run_1/floorplan.png
Bar = 50 µm. Pins as bars on the die edge.
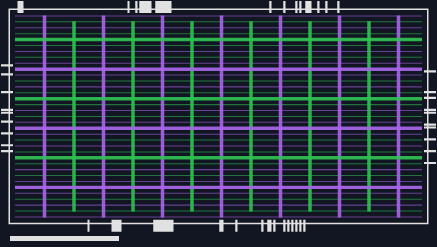
run_1/class_map.png
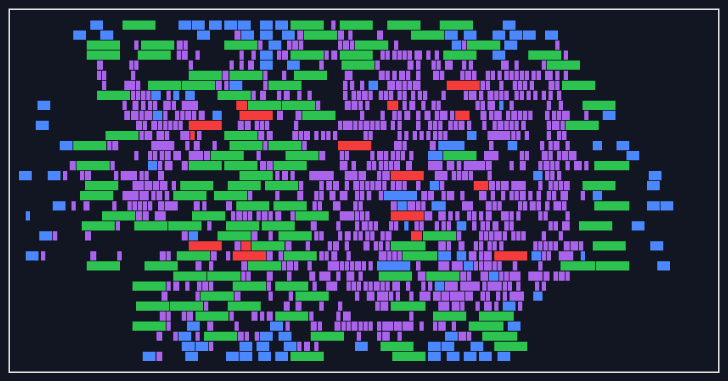
run_1/clock_wires.png
Bar = 50 µm.
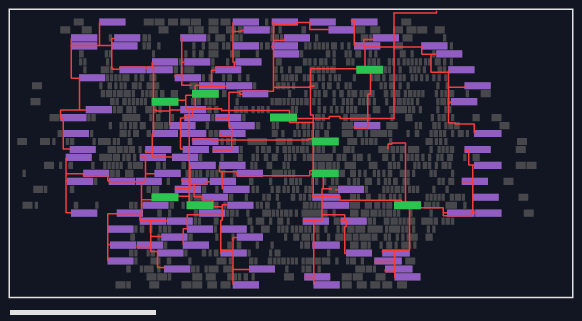
[config.mk]
export PLATFORM = sky130hd
export DESIGN_NAME = cr_run_ctrl_flat
export DESIGN_NICKNAME = d
export VERILOG_FILES = /design/src/rtl/cr_run_ctrl_if.sv /design/src/rtl/cr_run_ctrl.sv /design/src/flat_wrapper.sv
export SDC_FILE = /design/constraint.sdc
export NUM_CORES = 1
export LEC_CHECK = 0
export ABC_AREA = 1
export CAP_MARGIN = 20
export CORE_ASPECT_RATIO = 0.5
export CORE_MARGIN = 2
export CORE_UTILIZATION = 35
export DETAILED_ROUTE_END_ITERATION = 7
export PLACE_DENSITY = 0.68
export RECOVER_POWER = 100
export SLEW_MARGIN = 15
export SYNTH_ARGS = -nofsm -noshare
export SYNTH_HDL_FRONTEND = slang
export SYNTH_SLANG_ARGS = --single-unit
[constraint.sdc]
create_clock -name clk -period 3.35 [get_ports clk]
set_clock_uncertainty 0.2 [all_clocks]
set_input_delay 0.335 -clock clk [delete_from_list [all_inputs] [get_ports clk]]
set_output_delay 0.335 -clock clk [all_outputs]
set_load 0.03 [all_outputs]
[src/rtl/cr_run_ctrl_if.sv]
// Command/status bundle between the command decoder, the run controller and the correlator core.
interface cr_run_ctrl_if #(
  parameter int LEN_W = 32
);
  logic             start;
  logic             stop;
  logic             sw_rst;
  logic             len_we;
  logic [LEN_W-1:0] len_data;
  logic             sample_tick;
  logic             dp_rst;
  logic             acc_en;
  logic             flush;
  logic             busy;
  logic             done;
  logic             aborted;
  logic [LEN_W-1:0] tick_cnt;

  modport master (
    output start, stop, sw_rst, len_we, len_data, sample_tick,
    input  dp_rst, acc_en, flush, busy, done, aborted, tick_cnt
  );

  modport slave (
    input  start, stop, sw_rst, len_we, len_data, sample_tick,
    output dp_rst, acc_en, flush, busy, done, aborted, tick_cnt
  );
endinterface

[src/rtl/cr_run_ctrl.sv]
// Run controller: clears the correlator, accumulates for a programmed number of sample
// ticks or until stopped, drains the lag pipeline and then reports completion.
module cr_run_ctrl #(
  parameter int LEN_W     = 32,
  parameter int RST_CYC   = 4,
  parameter int FLUSH_CYC = 16
) (
  input logic         clk,
  input logic         rst,
  cr_run_ctrl_if.slave bus
);
  localparam int CNT_MAX = (RST_CYC > FLUSH_CYC) ? RST_CYC : FLUSH_CYC;
  localparam int CNT_W   = (CNT_MAX > 1) ? $clog2(CNT_MAX) : 1;
  localparam logic [CNT_W-1:0] RST_LOAD   = CNT_W'(RST_CYC - 1);
  localparam logic [CNT_W-1:0] FLUSH_LOAD = CNT_W'(FLUSH_CYC - 1);

  typedef enum logic [2:0] {
    S_IDLE,
    S_CLEAR,
    S_RUN,
    S_FLUSH,
    S_DONE,
    S_SWRST
  } state_t;

  state_t           state;
  state_t           state_nxt;
  logic [CNT_W-1:0] phase_cnt;
  logic [LEN_W-1:0] run_len;
  logic [LEN_W-1:0] active_len;
  logic [LEN_W-1:0] tick_cnt;
  logic [LEN_W-1:0] tick_inc;
  logic             dp_rst_q;
  logic             flush_q;
  logic             done_q;
  logic             busy_q;
  logic             aborted_q;
  logic             cnt_zero;
  logic             tick_in_run;
  logic             run_complete;

  // phase_cnt counts down the remaining cycles of CLEAR, FLUSH and SWRST
  assign cnt_zero     = (phase_cnt == '0);
  assign tick_in_run  = (state == S_RUN) && bus.sample_tick;
  assign tick_inc     = (&tick_cnt) ? tick_cnt : tick_cnt + LEN_W'(1);
  assign run_complete = tick_in_run && (active_len != '0) && (tick_inc == active_len);

  always_comb begin
    state_nxt = state;
    if (bus.sw_rst) begin
      state_nxt = S_SWRST;
    end else begin
      unique case (state)
        S_IDLE:  if (bus.start) state_nxt = S_CLEAR;
        S_CLEAR: begin
          if (bus.stop)        state_nxt = S_IDLE;
          else if (cnt_zero)   state_nxt = S_RUN;
        end
        S_RUN:   if (run_complete || bus.stop) state_nxt = S_FLUSH;
        S_FLUSH: if (cnt_zero) state_nxt = S_DONE;
        S_DONE:  state_nxt = S_IDLE;
        S_SWRST: if (cnt_zero) state_nxt = S_IDLE;
        default: state_nxt = S_IDLE;
      endcase
    end
  end

  // Status strobes are registered from the next state so they align with the state they describe
  always_ff @(posedge clk or posedge rst) begin
    if (rst) begin
      state      <= S_IDLE;
      phase_cnt  <= '0;
      run_len    <= '0;
      active_len <= '0;
      tick_cnt   <= '0;
      aborted_q  <= 1'b0;
      dp_rst_q   <= 1'b0;
      flush_q    <= 1'b0;
      done_q     <= 1'b0;
      busy_q     <= 1'b0;
    end else begin
      if (bus.len_we) run_len <= bus.len_data;

      state    <= state_nxt;
      busy_q   <= (state_nxt != S_IDLE);
      dp_rst_q <= (state_nxt == S_CLEAR) || (state_nxt == S_SWRST);
      flush_q  <= (state_nxt == S_FLUSH);
      done_q   <= (state_nxt == S_DONE);

      if (bus.sw_rst)              phase_cnt <= RST_LOAD;
      else if (state_nxt != state) phase_cnt <= (state_nxt == S_FLUSH) ? FLUSH_LOAD : RST_LOAD;
      else if (!cnt_zero)          phase_cnt <= phase_cnt - CNT_W'(1);

      // A stop alongside the completing tick is a normal finish, not an abort
      if (bus.sw_rst) begin
        tick_cnt  <= '0;
        aborted_q <= 1'b0;
      end else begin
        unique case (state)
          S_IDLE: begin
            if (bus.start) begin
              tick_cnt   <= '0;
              aborted_q  <= 1'b0;
              active_len <= run_len;
            end
          end
          S_CLEAR: if (bus.stop) aborted_q <= 1'b1;
          S_RUN: begin
            if (tick_in_run) tick_cnt <= tick_inc;
            if (bus.stop && !run_complete) aborted_q <= 1'b1;
          end
          default: begin
          end
        endcase
      end
    end
  end

  assign bus.dp_rst   = dp_rst_q;
  assign bus.acc_en   = tick_in_run;
  assign bus.flush    = flush_q;
  assign bus.busy     = busy_q;
  assign bus.done     = done_q;
  assign bus.aborted  = aborted_q;
  assign bus.tick_cnt = tick_cnt;
endmodule

[src/flat_wrapper.sv]
// flat-port wrapper written by rule: the top's interface ports become plain ports
module cr_run_ctrl_flat 
#(
  parameter int LEN_W     = 32,
  parameter int RST_CYC   = 4,
  parameter int FLUSH_CYC = 16
)
  (clk, rst, bus_start, bus_stop, bus_sw_rst, bus_len_we, bus_len_data, bus_sample_tick, bus_dp_rst, bus_acc_en, bus_flush, bus_busy, bus_done, bus_aborted, bus_tick_cnt);
  cr_run_ctrl_if #(.LEN_W(LEN_W)) bus_i ();
  input logic clk;
  input logic rst;
  input wire logic [$bits(bus_i.start)-1:0] bus_start;
  input wire logic [$bits(bus_i.stop)-1:0] bus_stop;
  input wire logic [$bits(bus_i.sw_rst)-1:0] bus_sw_rst;
  input wire logic [$bits(bus_i.len_we)-1:0] bus_len_we;
  input wire logic [$bits(bus_i.len_data)-1:0] bus_len_data;
  input wire logic [$bits(bus_i.sample_tick)-1:0] bus_sample_tick;
  output wire logic [$bits(bus_i.dp_rst)-1:0] bus_dp_rst;
  output wire logic [$bits(bus_i.acc_en)-1:0] bus_acc_en;
  output wire logic [$bits(bus_i.flush)-1:0] bus_flush;
  output wire logic [$bits(bus_i.busy)-1:0] bus_busy;
  output wire logic [$bits(bus_i.done)-1:0] bus_done;
  output wire logic [$bits(bus_i.aborted)-1:0] bus_aborted;
  output wire logic [$bits(bus_i.tick_cnt)-1:0] bus_tick_cnt;
  assign bus_i.start = bus_start;
  assign bus_i.stop = bus_stop;
  assign bus_i.sw_rst = bus_sw_rst;
  assign bus_i.len_we = bus_len_we;
  assign bus_i.len_data = bus_len_data;
  assign bus_i.sample_tick = bus_sample_tick;
  assign bus_dp_rst = bus_i.dp_rst;
  assign bus_acc_en = bus_i.acc_en;
  assign bus_flush = bus_i.flush;
  assign bus_busy = bus_i.busy;
  assign bus_done = bus_i.done;
  assign bus_aborted = bus_i.aborted;
  assign bus_tick_cnt = bus_i.tick_cnt;
  cr_run_ctrl #(.LEN_W(LEN_W), .RST_CYC(RST_CYC), .FLUSH_CYC(FLUSH_CYC)) u_core (.clk(clk), .rst(rst), .bus(bus_i));
endmodule
==> reports/results.tsv, run 1 <==
metric	value	unit
status	finished, violations left	
violations	capacitance limit, slew limit	
yosysCellCount	899	
largestRegisters	u_core.active_len (32), u_core.bus.tick_cnt (32), u_core.run_len (32)	
logic_gates	618	
insertedDiodeCount	0	
grt_pass1_vias	5708	
top_cell	nand2_1	
hpwl	14.2	mm
max-cap-violations	1	
cts.root.buffer_cell	clkbuf_16	
final_cell_count_no_fill	1231	
drtPass1Iterations	6	
fmax	0.313	GHz
n_fill_cell	1756	
max_slew_margin	-55.2	%
p_seq_share	45.4	%
power.group.top	registers	
grt_util_met3	3.85	%
netlist_logic_family_top	simple AND/OR/NAND/NOR gates	
syn-num-nets	941	
grt_max_degree	71	
synthCells	899	
finalWorstSetupSlack	0.154	ns
hold_buffers	0	
ant_nets	0	
crit_cells	24	
via_per_inst	4.96	
ys_seq_elements	108	
hold_class	flop to flop	
dp.cells	1204	
p_comb	0.825	mW
cts_setup_buffers	0	
route.detailed.drc	0	
postSynth.asyncResetShare	100	%
groute.usage.overall	20.5	%
clk_path_buf_depth	2	
switching_share	33.3	%
whs	0.301	ns
num_io_pins	77	
final.clkbuf_count	10	
rows	34	
max_slew.worst_pin.slew	2.33	ns
warning_count	27	
flops	108	
pwr_density_cell	441	nW/µm²
power	3.45	mW
buffers	107	
top_cell_area_share	43.8	%
crit_slowest_cell	dfrtp_1	
grt_pass1_wl	30.0	mm
via_count	6109	
final_layout_size_suffix_gt1_share	9.73	%
combGateArea	2940	µm²
worstPathMaxFanout	7	
critPathLaunchType	flop	
ys_sh_aoi	10.5	%
cp.arrival	3.24	ns
cp_top_family	simple AND/OR/NAND/NOR gates	
synth_warnings	0	
worstHoldStart	u_core.active_len[5]	
critical_path_required	3.39	ns
cts_tree	yes	
avgRoutedWirePerCell	15.2	µm
adder_share	0.608	%
mux_share	0	%
power_frac_comb	23.9	%
ff_type	dfrtp_1	
largest_cell_class	multi-input combinational cells	
r2r_end	u_core.bus.busy	
reg2reg_slack	0.15	ns
yosysChipArea	6180	µm²
htree_levels	3	
clk_pin_slew_worst_paths	0.08	ns
io_buffer_count	76	
top_cells_by_area	dfrtp_1 (44%), nand2_1 (18%), inv_1 (8.9%)	
grt_busiest_layer	met1	
cp_common_cell	nand2_1	
cp-end-kind	flop	
period_needed	3.20	ns
place_area	7300	µm²
reg2regPathDepth	24	
simple_gate_share	32.2	%
cts_buffers	9	
final_hold_viol_count	0	
drt_iter0_markers	606	
mappedNetlistArea	6180	µm²
leakage	3.69	nW
drt_wl_total	18.8	mm
period_used_share	95.4	%
synthDistinctLibCells	30	
floorplan.core_util	35.7	%
largest_area_cell	dfrtp_1	
nonClkBufAreaFrac	13.2	%
crit_buf_inv	5	
avgSynthCellArea	6.87	µm²
area_growth	26.6	%
power_switching	1.15	mW
edf_count	0	
slowest_delay	0.43	ns
comb_area_share	37.6	%
netlist_top_cells_count	nand2_1 (289), inv_1 (146), dfrtp_1 (108)	
slew_violations	65	
setup_violations	0	
hold_depth	2	
ff_latch_area	2710	µm²
die_area	18800	µm²
synth-xor-area-share	2.13	%
hold_end	u_core.active_len[5]	
path_class	flop to flop	
cts_resized	0	
gp_congestion	0.948	
n_tap_cell	234	
critical_path.endpoint	u_core.bus.busy	
utilization	45.2	%
grt_antenna_before_repair	0	
tns	0	ns
p_int	2.30	mW
crit_chain	ha_2 > nand2_2 > nor2_4 > nand2_4 > nor2_4 > nand2_4 > buf_12 > nand2_2 > nand3_1 > nand2_1 > inv_1 > nand2_1 > nor2_1 > nand2_1 > nor2_2 > nand2_2 > o21bai_4 > nand2_4 > nand3_4 > buf_4 > buf_4 > buf_4 > nor2_1 > nand2_1	
cp-startpoint	u_core.bus.tick_cnt[1]	
gr-total-overflow	0	
grtUsageMet2	29.3	%
r2r-start	u_core.bus.tick_cnt[1]	
pre_cts_slack	0.0542	ns
Back to the opening pictures, floorplan.png:
Key: purple = VSS; green = VDD
13 straps on met4. The core has 34 rows. 77 signal pins sit on the boundary. 35 met1 rails follow the rows. 6 straps on met5.
die width: 192 µm
maximum vdd drop: 0.263 mV
DIE HEIGHT: 97.9 µm
Core Footprint: 17300 µm²

Back to the opening pictures, class_map.png:
Key: red = clock drivers and dummy loads [cells 16]; green = registers [cells 108]; purple = remaining logic cells [cells 766]; blue = remaining buffers and delay cells [cells 107]
Seq area share: 34.7%
Final Instance Area: 7820 µm²

Back to the opening pictures, clock_wires.png:
Key: green = clock-net drivers [count 9]; red = clock wires [length 1410 µm]; purple = flip-flops [count 108]
There are 10 routed clock nets.
Clock power frac: 30.7%
Power Clock: 1.06 mW
clk_lat worst skew: 0.36 ns

run 1: placed cells by master (no fill, tap or decap), types with 5 or more instances in the layout:
cell type / Yosys / final
buf_4: 0 / 21
o22ai_1: 34 / 34
inv_1: 146 / 144
nand2_1: 289 / 282
xor2_1: 13 / 12
nor2_2: 3 / 11
nor2_1: 98 / 86
clkbuf_16: 0 / 11
nand4_1: 7 / 7
nor2_4: 2 / 6
dfrtp_1: 108 / 99
nand2_2: 6 / 10
clkdlybuf4s50_1: 0 / 35
nand3_1: 69 / 65
o21ai_0: 72 / 72
dfrtp_2: 0 / 9
clkbuf_1: 19 / 5
dlygate4sd3_1: 0 / 40
run 1: routing by layer:
metal | share of wire [%] | vias to the layer above
met3 | 7.3 | 34
li1 | - | 2995
met4 | 2.4 | 0
met5 | 0 | -
met1 | 48 | 2833
met2 | 42 | 247
--- run 2 (diff from run 1) ---
Settings changed: CORE_UTILIZATION 35 to 30, GPL_ROUTABILITY_DRIVEN set to 0, PLACE_DENSITY 0.68 to 0.61, TNS_END_PERCENT set to 1.
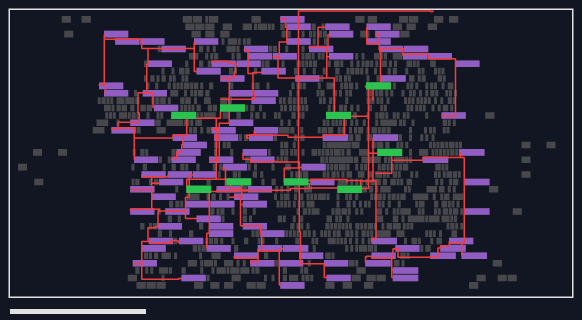
run_2/clock_wires.png
Bar = 50 µm.
Key: red = clock wires [length 1410 µm]; green = clock-net drivers [count 9]; purple = flip-flops [count 108]
There are 10 routed clock nets.
clk_lat worst skew: 0.35 ns
Power Clock: 1.05 mW

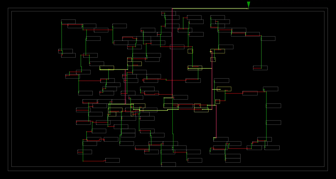
run_2/clock_nets.png
clk_buf instances: 11
flop count: 108
clock tree sinks: 108

==> run 2 against run 1 <==
Die size grew 16%. Largest cell class unchanged. Worst hold slack is essentially flat. Sequential power is essentially flat. Fmax grew 1.6%. Synthesized cell count is the same. The run still ends with capacitance limit, slew limit left.
==> reports/results.tsv, run 2 <==
metric	value	unit	change
leakage	3.58	nW	-3.0%
pg_seq	1.57	mW	
final_cell_count_no_fill	1252		+1.7%
cp-end-kind	flop		
yosysCellCount	899		unchanged
period_used_share	93.9	%	-1.5 points
ff_latch_area	2720	µm²	+0.28%
grt_pass1_wl	29.4	mm	-2.2%
ys_sh_aoi	10.5	%	unchanged
ant_nets	0		unchanged
mappedNetlistArea	6180	µm²	unchanged
ys_seq_share	43.8	%	
r2r-start	u_core.bus.tick_cnt[1]		
grt_pass1_vias	5695		-0.23%
top_cells_by_area	dfrtp_1 (44%), nand2_1 (18%), inv_1 (8.9%)		
reg2regPathDepth	21		-13%
n_fill_cell	2148		+22%
worstPathMaxFanout	25		+18
grt_max_degree	65		-8.5%
cp-startpoint	u_core.bus.tick_cnt[1]		
tns	0	ns	unchanged
max_slew_margin	-48.1	%	+7.1 points
gr-total-overflow	0		unchanged
final_cell_mix	nand2_1 (287), inv_1 (145), dfrtp_1 (93)		
switching_share	32.7	%	-0.64 points
largest_area_cell	dfrtp_1		
cp.arrival	3.19	ns	-0.05 ns
drt-met1-wl	8.73	mm	-3.5%
hold_class	flop to flop		
ir_worst_vdd	0.257	mV	-2.3%
critPathLaunchType	flop		
dp.cells	1232		+2.3%
hold_depth	2		unchanged
met3_length	1.17	mm	-15%
hold_buffers	0		unchanged
dr_wl_met2	7.95	mm	+1.0%
via_count	5969		-2.3%
clk_pin_slew_worst_paths	0.08	ns	about the same
drt_iter0_markers	495		-18%
top_cell_area_share	43.8	%	unchanged
max-cap-violations	2		+1
place_area	7270	µm²	-0.29%
synth-xor-area-share	2.13	%	unchanged
grt_util_met3	3.12	%	-0.72 points
setup_violations	0		unchanged
mux_share	0	%	unchanged
insertedDiodeCount	0		unchanged
synth_warnings	0		unchanged
ys_seq_elements	108		unchanged
avgRoutedWirePerCell	14.6	µm	-4.3%
simple_gate_share	32.2	%	unchanged
die_area	21800	µm²	+16%
power	3.41	mW	-1.2%
n_tap_cell	273		+17%
reg2reg_slack	0.20	ns	+0.05 ns
synthCells	899		unchanged
num_io_pins	77		unchanged
cts_buffers	9		unchanged
clk_share	3.71	%	
status	finished, violations left		
warning_count	27		unchanged
ff_type	dfrtp_1		
clk_path_buf_depth	2		unchanged
slew_violations	103		+58%
nets	1016		
buffers	89		-17%
critical_path.endpoint	u_core.phase_cnt[3]		
final_area	7720	µm²	-1.3%
p_int	2.29	mW	-0.24%
p_clk_share	30.7	%	about the same
use_met1	25.1	%	
drtPass1Iterations	5		-1
grt_busiest_layer	met2		
comb_area_share	38.1	%	+0.46 points
final_hold_viol_count	0		unchanged
power_frac_comb	23.2	%	-0.7 points
pre_cts_slack	0.0168	ns	-0.0375 ns
logic_gates	618		unchanged
groute.usage.overall	17.2	%	-3.2 points
area_growth	25.0	%	
max_slew.worst_pin.slew	2.22	ns	-0.106 ns
whs	0.300	ns	-0.000409 ns
avgSynthCellArea	6.87	µm²	unchanged
netlist_logic_family_top	simple AND/OR/NAND/NOR gates		
finalWorstSetupSlack	0.205	ns	+0.0511 ns
syn-num-nets	941		unchanged
edf_count	0		unchanged
violations	capacitance limit, slew limit		
cts_setup_buffers	0		unchanged
path_class	flop to flop		
adder_share	0.608	%	unchanged
nonClkBufAreaFrac	11.3	%	-1.9 points
top_cell	nand2_1		
r2r_end	u_core.phase_cnt[3]		
fmax	0.318	GHz	+1.6%
via_per_inst	4.77		-3.9%
hold_end	u_core.bus.aborted		
die_h	105	µm	+7.7%
netlist_top_cells_count	nand2_1 (289), inv_1 (146), dfrtp_1 (108)		
largest_cell_class	multi-input combinational cells		
synthDistinctLibCells	30		unchanged
largestRegisters	u_core.active_len (32), u_core.bus.tick_cnt (32), u_core.run_len (32)		
floorplan.core_util	30.3	%	-5.4 points
sh_seq_area	35.3	%	+0.55 points
cts_resized	0		unchanged
layout_top_cell	nand2_1		
route.detailed.drc	0		unchanged
final_layout_size_suffix_gt1_share	8.68	%	-1.0 points
core_area	20400	µm²	+18%
cts_tree	yes		
htree_levels	3		unchanged
grt_antenna_before_repair	0		unchanged
postSynth.asyncResetShare	100	%	unchanged
p_comb	0.789	mW	-4.4%
hpwl	13.7	mm	-3.2%
period_needed	3.15	ns	-0.0511 ns
drt_wl_total	18.3	mm	-2.6%
worstHoldStart	u_core.bus.aborted		
yosysChipArea	6180	µm²	unchanged
power_switching	1.11	mW	-3.1%
p_seq_share	46.1	%	+0.7 points
combGateArea	2940	µm²	about the same
grtUsageMet2	25.9	%	-3.5 points
dieWidth	207	µm	+7.8%
io_buffer_count	76		unchanged
utilization	37.9	%	-7.3 points
cts.root.buffer_cell	clkbuf_16		
top_layer_used	met4		
power.group.top	registers		
pwr_density_cell	442	nW/µm²	+0.10%
num-nonclk-inverters	148		
rows	37		+8.8%
critical_path_required	3.39	ns	about the same
==> run 2: cell counts after synthesis <==
Identical to the previous run, type by type.
==> run 2: worst max-delay path, stage by stage (launching register included) <==
cell,delay (ns)
dfrtp_1,0.40
ha_4,0.18
nand2_2,0.08
nor2_4,0.15
nand2_4,0.08
nor2_4,0.21
nand2_4,0.10
buf_12,0.17
nand2_1,0.08
nand2_1,0.05
a21oi_1,0.15
nand2_1,0.08
nor2_2,0.14
nand3_1,0.12
o21bai_2,0.18
nand2_2,0.12
nand3_4,0.10
nand2_2,0.06
nand2_2,0.08
nand3_2,0.08
nor2_2,0.13
nor2_1,0.06
Power is estimated from default activity; no workload was simulated.
